**Run 1: floorplan with the power grid**

Bar = 50 um. Pins as bars on the die edge. Tap cells in grey.
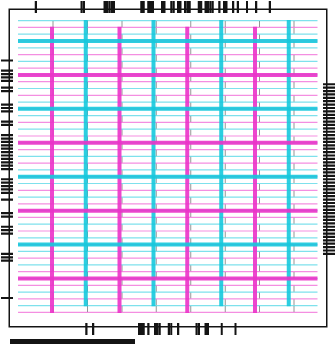
**Run 1: placement by cell class**

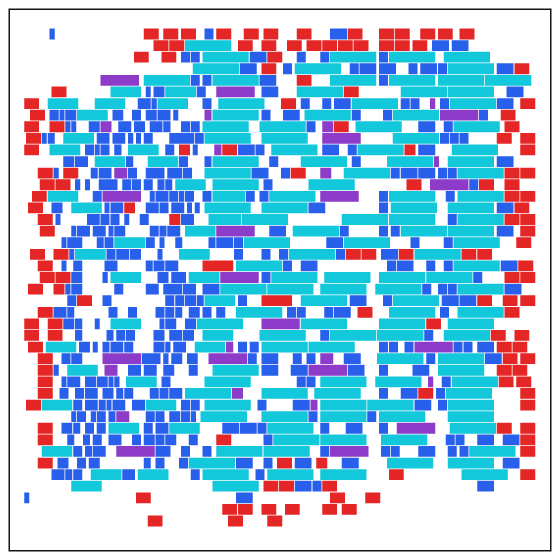
**Run 1: clock distribution**

Bar = 50 um.
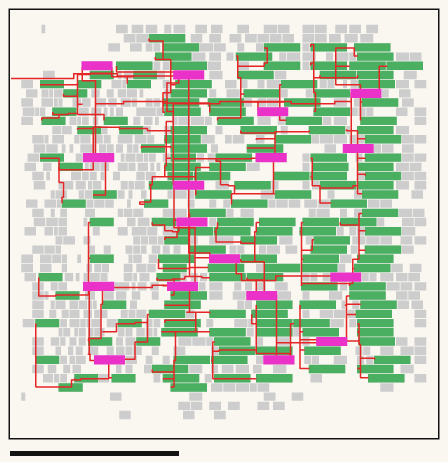
**Run 1: signal wires by layer**

Bar = 50 um. Only two layers are drawn.
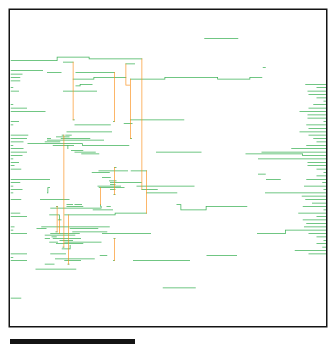
==> config.mk <==
export PLATFORM = sky130hd
export DESIGN_NAME = instr_fetch_unit
export DESIGN_NICKNAME = d
export VERILOG_FILES = /design/src/rtl/rv32i_pkg.sv /design/src/rtl/instr_fetch_unit_fetch_queue.sv /design/src/rtl/instr_fetch_unit.sv
export SDC_FILE = /design/constraint.sdc
export NUM_CORES = 1
export LEC_CHECK = 0
export CAP_MARGIN = 20
export CORE_MARGIN = 3
export CORE_UTILIZATION = 52
export DETAILED_ROUTE_END_ITERATION = 16
export PLACE_DENSITY = 0.8
export SLEW_MARGIN = 10
export SYNTH_ARGS = -nofsm -noshare
export SYNTH_HDL_FRONTEND = slang
export SYNTH_SLANG_ARGS = --single-unit
==> constraint.sdc <==
create_clock -name clk -period 9.1 [get_ports clk]
set_input_delay 2.73 -clock clk [delete_from_list [all_inputs] [get_ports clk]]
set_output_delay 2.73 -clock clk [all_outputs]
set_load 0.01 [all_outputs]
==> results.py <==
# Auto-generated metrics
metrics = {
    "setup_path": {
        "critPathCaptureType": "flip-flop",
        "critPathLaunchType": "input port",
        "path_max_fanout": 65,
        "slowest_delay_ns": 0.97,
        "cp.arrival_ns": 5.99,
        "rr_worst_depth": 4,
        "crit_slowest_cell": "clkdlybuf4s50_1",
        "path_cells": "clkdlybuf4s50_1 > or2_1 > nor3_2 > buf_4 > nand2_1 > nand2_2 > buf_4",
        "crit_cells": 7,
        "worst_ep_required_time_ns": 9.16,
        "worst-path-buf-inv": 3,
        "path_class": "input port to flip-flop",
        "crit_top_cell": "buf_4",
        "critPathTopFamily": "buffers and inverters",
        "rrSetupSlack_ns": 6.30,
    },
    "synth": {
        "yosysWarningCount": 0,
        "mux_area_share_pct": 9.22,
        "ys_seq_elements": 161,
        "syn_area_um2": 7570,
        "synthTopCellsByArea": "edfxtp_1 (49%), dfxtp_1 (9.8%), mux2_2 (9.2%)",
        "ys_cells": 622,
        "most_common_cell": "edfxtp_1",
        "top_cell_area_share_pct": 49.2,
        "ys_top_cells_by_count": "edfxtp_1 (124), and3_1 (73), and2_1 (65), mux2_2 (62), clkbuf_1 (48)",
        "simple_gate_area_share_pct": 20.4,
        "edf_count": 124,
        "top_logic_kind": "simple AND/OR/NAND/NOR gates",
        "yosys.stat.seqShare_pct": 59.0,
        "synth_top_cell_by_area": "edfxtp_1",
        "synthArstFlopShare_pct": 0,
        "yosys_area_um2": 7570,
        "synthAoiAreaFrac_pct": 5.78,
        "syn_area_per_cell_um2": 12.2,
        "ys_types": 47,
        "syn_inst": 622,
        "adder_share_pct": 0.331,
        "synthFlopType": "edfxtp_1",
        "xor_area_share_pct": 1.27,
    },
    "clock_tree": {
        "cts_resized": 0,
        "cts_max_level": 4,
        "cts-root-buf": "clkbuf_16",
        "postCtsSetupBuffers": 0,
        "cts_tree": "built",
        "cts_hold_buffers": 0,
        "cts_made_buffers": 17,
        "cts.path.max_buffers": 2,
        "clock_sinks": 161,
        "clk_pin_slew_ns": 0.06,
    },
    "detailed_routing": {
        "drt-vias-per-instance": 5.97,
        "drc": 0,
        "drtIter0Drc": 541,
        "ant_nets": 0,
        "route.met2.wl_um": 8620,
        "wl_met1_um": 7380,
        "dr_wl_met3_um": 1450,
        "top_layer_used": "met4",
        "dr.pass1.iters": 7,
    },
    "min_path": {
        "whs_path_depth": 2,
        "min_path_type": "flip-flop to flip-flop",
    },
    "sta": {
        "skew_ns": 0.00935,
        "timing.setup.tns_ns": 0,
        "tightestPinTransition_ns": 1.09,
        "finalCritPeriodShare_pct": 65.2,
        "setup_viol": 0,
        "clock.fmax_ghz": 0.169,
        "rsz0062_at_grt": "false",
        "fin_crit_ns": 5.93,
        "hold_violations": 0,
        "slew_headroom_pct": 26.8,
        "slew_violations": 0,
        "timing.hold.ws_ns": 0.531,
    },
    "die": {
        "fp-utilization_pct": 53.9,
        "die-area_um2": 16000,
        "ios": 143,
        "placementRows": 43,
    },
    "power": {
        "power.density_nw_per_um2": 170,
        "p_leak_nw": 3.59,
    },
    "status": {
        "status": "complete, no violations",
    },
    "final_layout": {
        "layout-drive-gt1-share_pct": 14.7,
        "n_fill_cell": 990,
        "largest_reg_flops": 124,
        "n_antenna_cell": 0,
        "nets": 800,
        "areaGrowthSynthToFinish_pct": 26.4,
    },
    "place": {
        "numPortBuffers": 140,
        "dp_hpwl_um": 11300,
        "place.gp.congestion": 0.843,
    },
    "flow_run": {
        "warning_count": 26,
        "drv_cap": 0,
    },
    "global_routing": {
        "grt-ovfl-total": 0,
        "first_global_vias": 5426,
        "grt_max_degree": 70,
        "antenna_found_initial": 0,
        "grt_pass1_wl_um": 28200,
    },
}
About 'floorplan with the power grid':
Key: cyan = VDD; magenta = VSS
143 signal pins sit on the boundary. The core has 43 rows. 8 straps on met4.
Die Height: 127 um
die width: 127 um
maximum vdd drop: 0.135 mV
Core ar.: 14,000 um2

About 'placement by cell class':
Key: cyan = registers [cells 161, share of their area 48%]; red = remaining buffers and delay cells [cells 148, share of their area 16%]; blue = remaining logic cells [cells 401, share of their area 31%]; purple = clock drivers and dummy loads [cells 32, share of their area 5.6%]
flop share of the area: 46.7%
final core utilization: 68.1%

About 'clock distribution':
Key: green = flip-flops [count 161]; magenta = clock-net drivers [count 17]; red = clock wires [length 1,750 um]
Position of the flops: widely spread.
clock group total power: 631 uW
Clock power frac: 38.9%
Clk Latency, worst-skew pair: 0.43 ns

About 'signal wires by layer':
Key: orange = M4 [wire length 253 um]; green = M3 [wire length 1,450 um]
via count: 5,506
Routed wire per std cell: 19.2 um
total track usage: 22.4%
Detailed Route WL: 17,700 um

-- run 1: area by class of cell --
cell class | count | area, um2 | share of cell area (%)
Sequential cell | 161 | 4470 | 46.7
Multi-Input combinational cell | 393 | 2840 | 29.7
Timing Repair Buffer | 148 | 1490 | 15.5
Clock buffer | 19 | 433 | 4.52
Tap cell | 180 | 225 | 2.35
Clock inverter | 13 | 88.8 | 0.928
Inverter | 8 | 30.0 | 0.314
-- run 1: logic make-up after synthesis --
| family | Yosys count |
|---|---|
| compound gates | 57 |
| xor+xnor | 11 |
| fa+ha+maj | 2 |
| buf+inv | 69 |
| flops | 161 |
| mux | 62 |
| other cells | 1 |
| simple gates | 259 |
-- run 1: tightest hold or removal path: stages, from the launching register on --
cell	delay, ns
dfxtp_1	0.33
xnor2_1	0.09
nor2_1	0.08
-- run 1: where the power goes --
group          internal [mW]  total [mW]  switching [mW]
Sequential             0.823       0.849          0.0255
Clock                  0.347       0.631           0.284
Combinational         0.0788       0.144          0.0650
-- run 1: stage by stage --
stage | cell area, um2 | util (%) | power [mW] | cells | setup WS [ns]
after floorplan | 7570 | - | 0.924 | 623 | 0.912
after global placement | 9010 | 64.1 | 1.00 | 888 | 2.84
after detailed placement | 9010 | 64.1 | 1.01 | 888 | 2.72
after CTS | 9530 | 67.9 | 1.63 | 920 | 3.15
after global routing | 9570 | 68.1 | 1.68 | 922 | 2.92
final | 9570 | 68.1 | 1.62 | 922 | 3.17
-- run 1: cells in the final DEF (no fill, tap or decap), drive strengths merged, types with 9 or more instances in the layout --
| master | count |
|---|---|
| or4 | 14 |
| and2 | 65 |
| inv | 9 |
| nor2 | 21 |
| dfxtp | 37 |
| nand4 | 15 |
| edfxtp | 124 |
| clkdlybuf4s50 | 140 |
| mux2 | 62 |
| nand2 | 16 |
| nand3 | 15 |
| a311oi | 15 |
| clkbuf | 19 |
| nor4 | 12 |
| and3 | 73 |
-- run 1: routing by layer --
metal	vias to the layer above	global-route usage [%]
li1	2554	-
met1	2664	31.2
met2	259	34.9
met3	29	5.26
met4	0	7.44
met5	-	0
Power figures rest on the tool's default switching activity, not on a simulated workload.
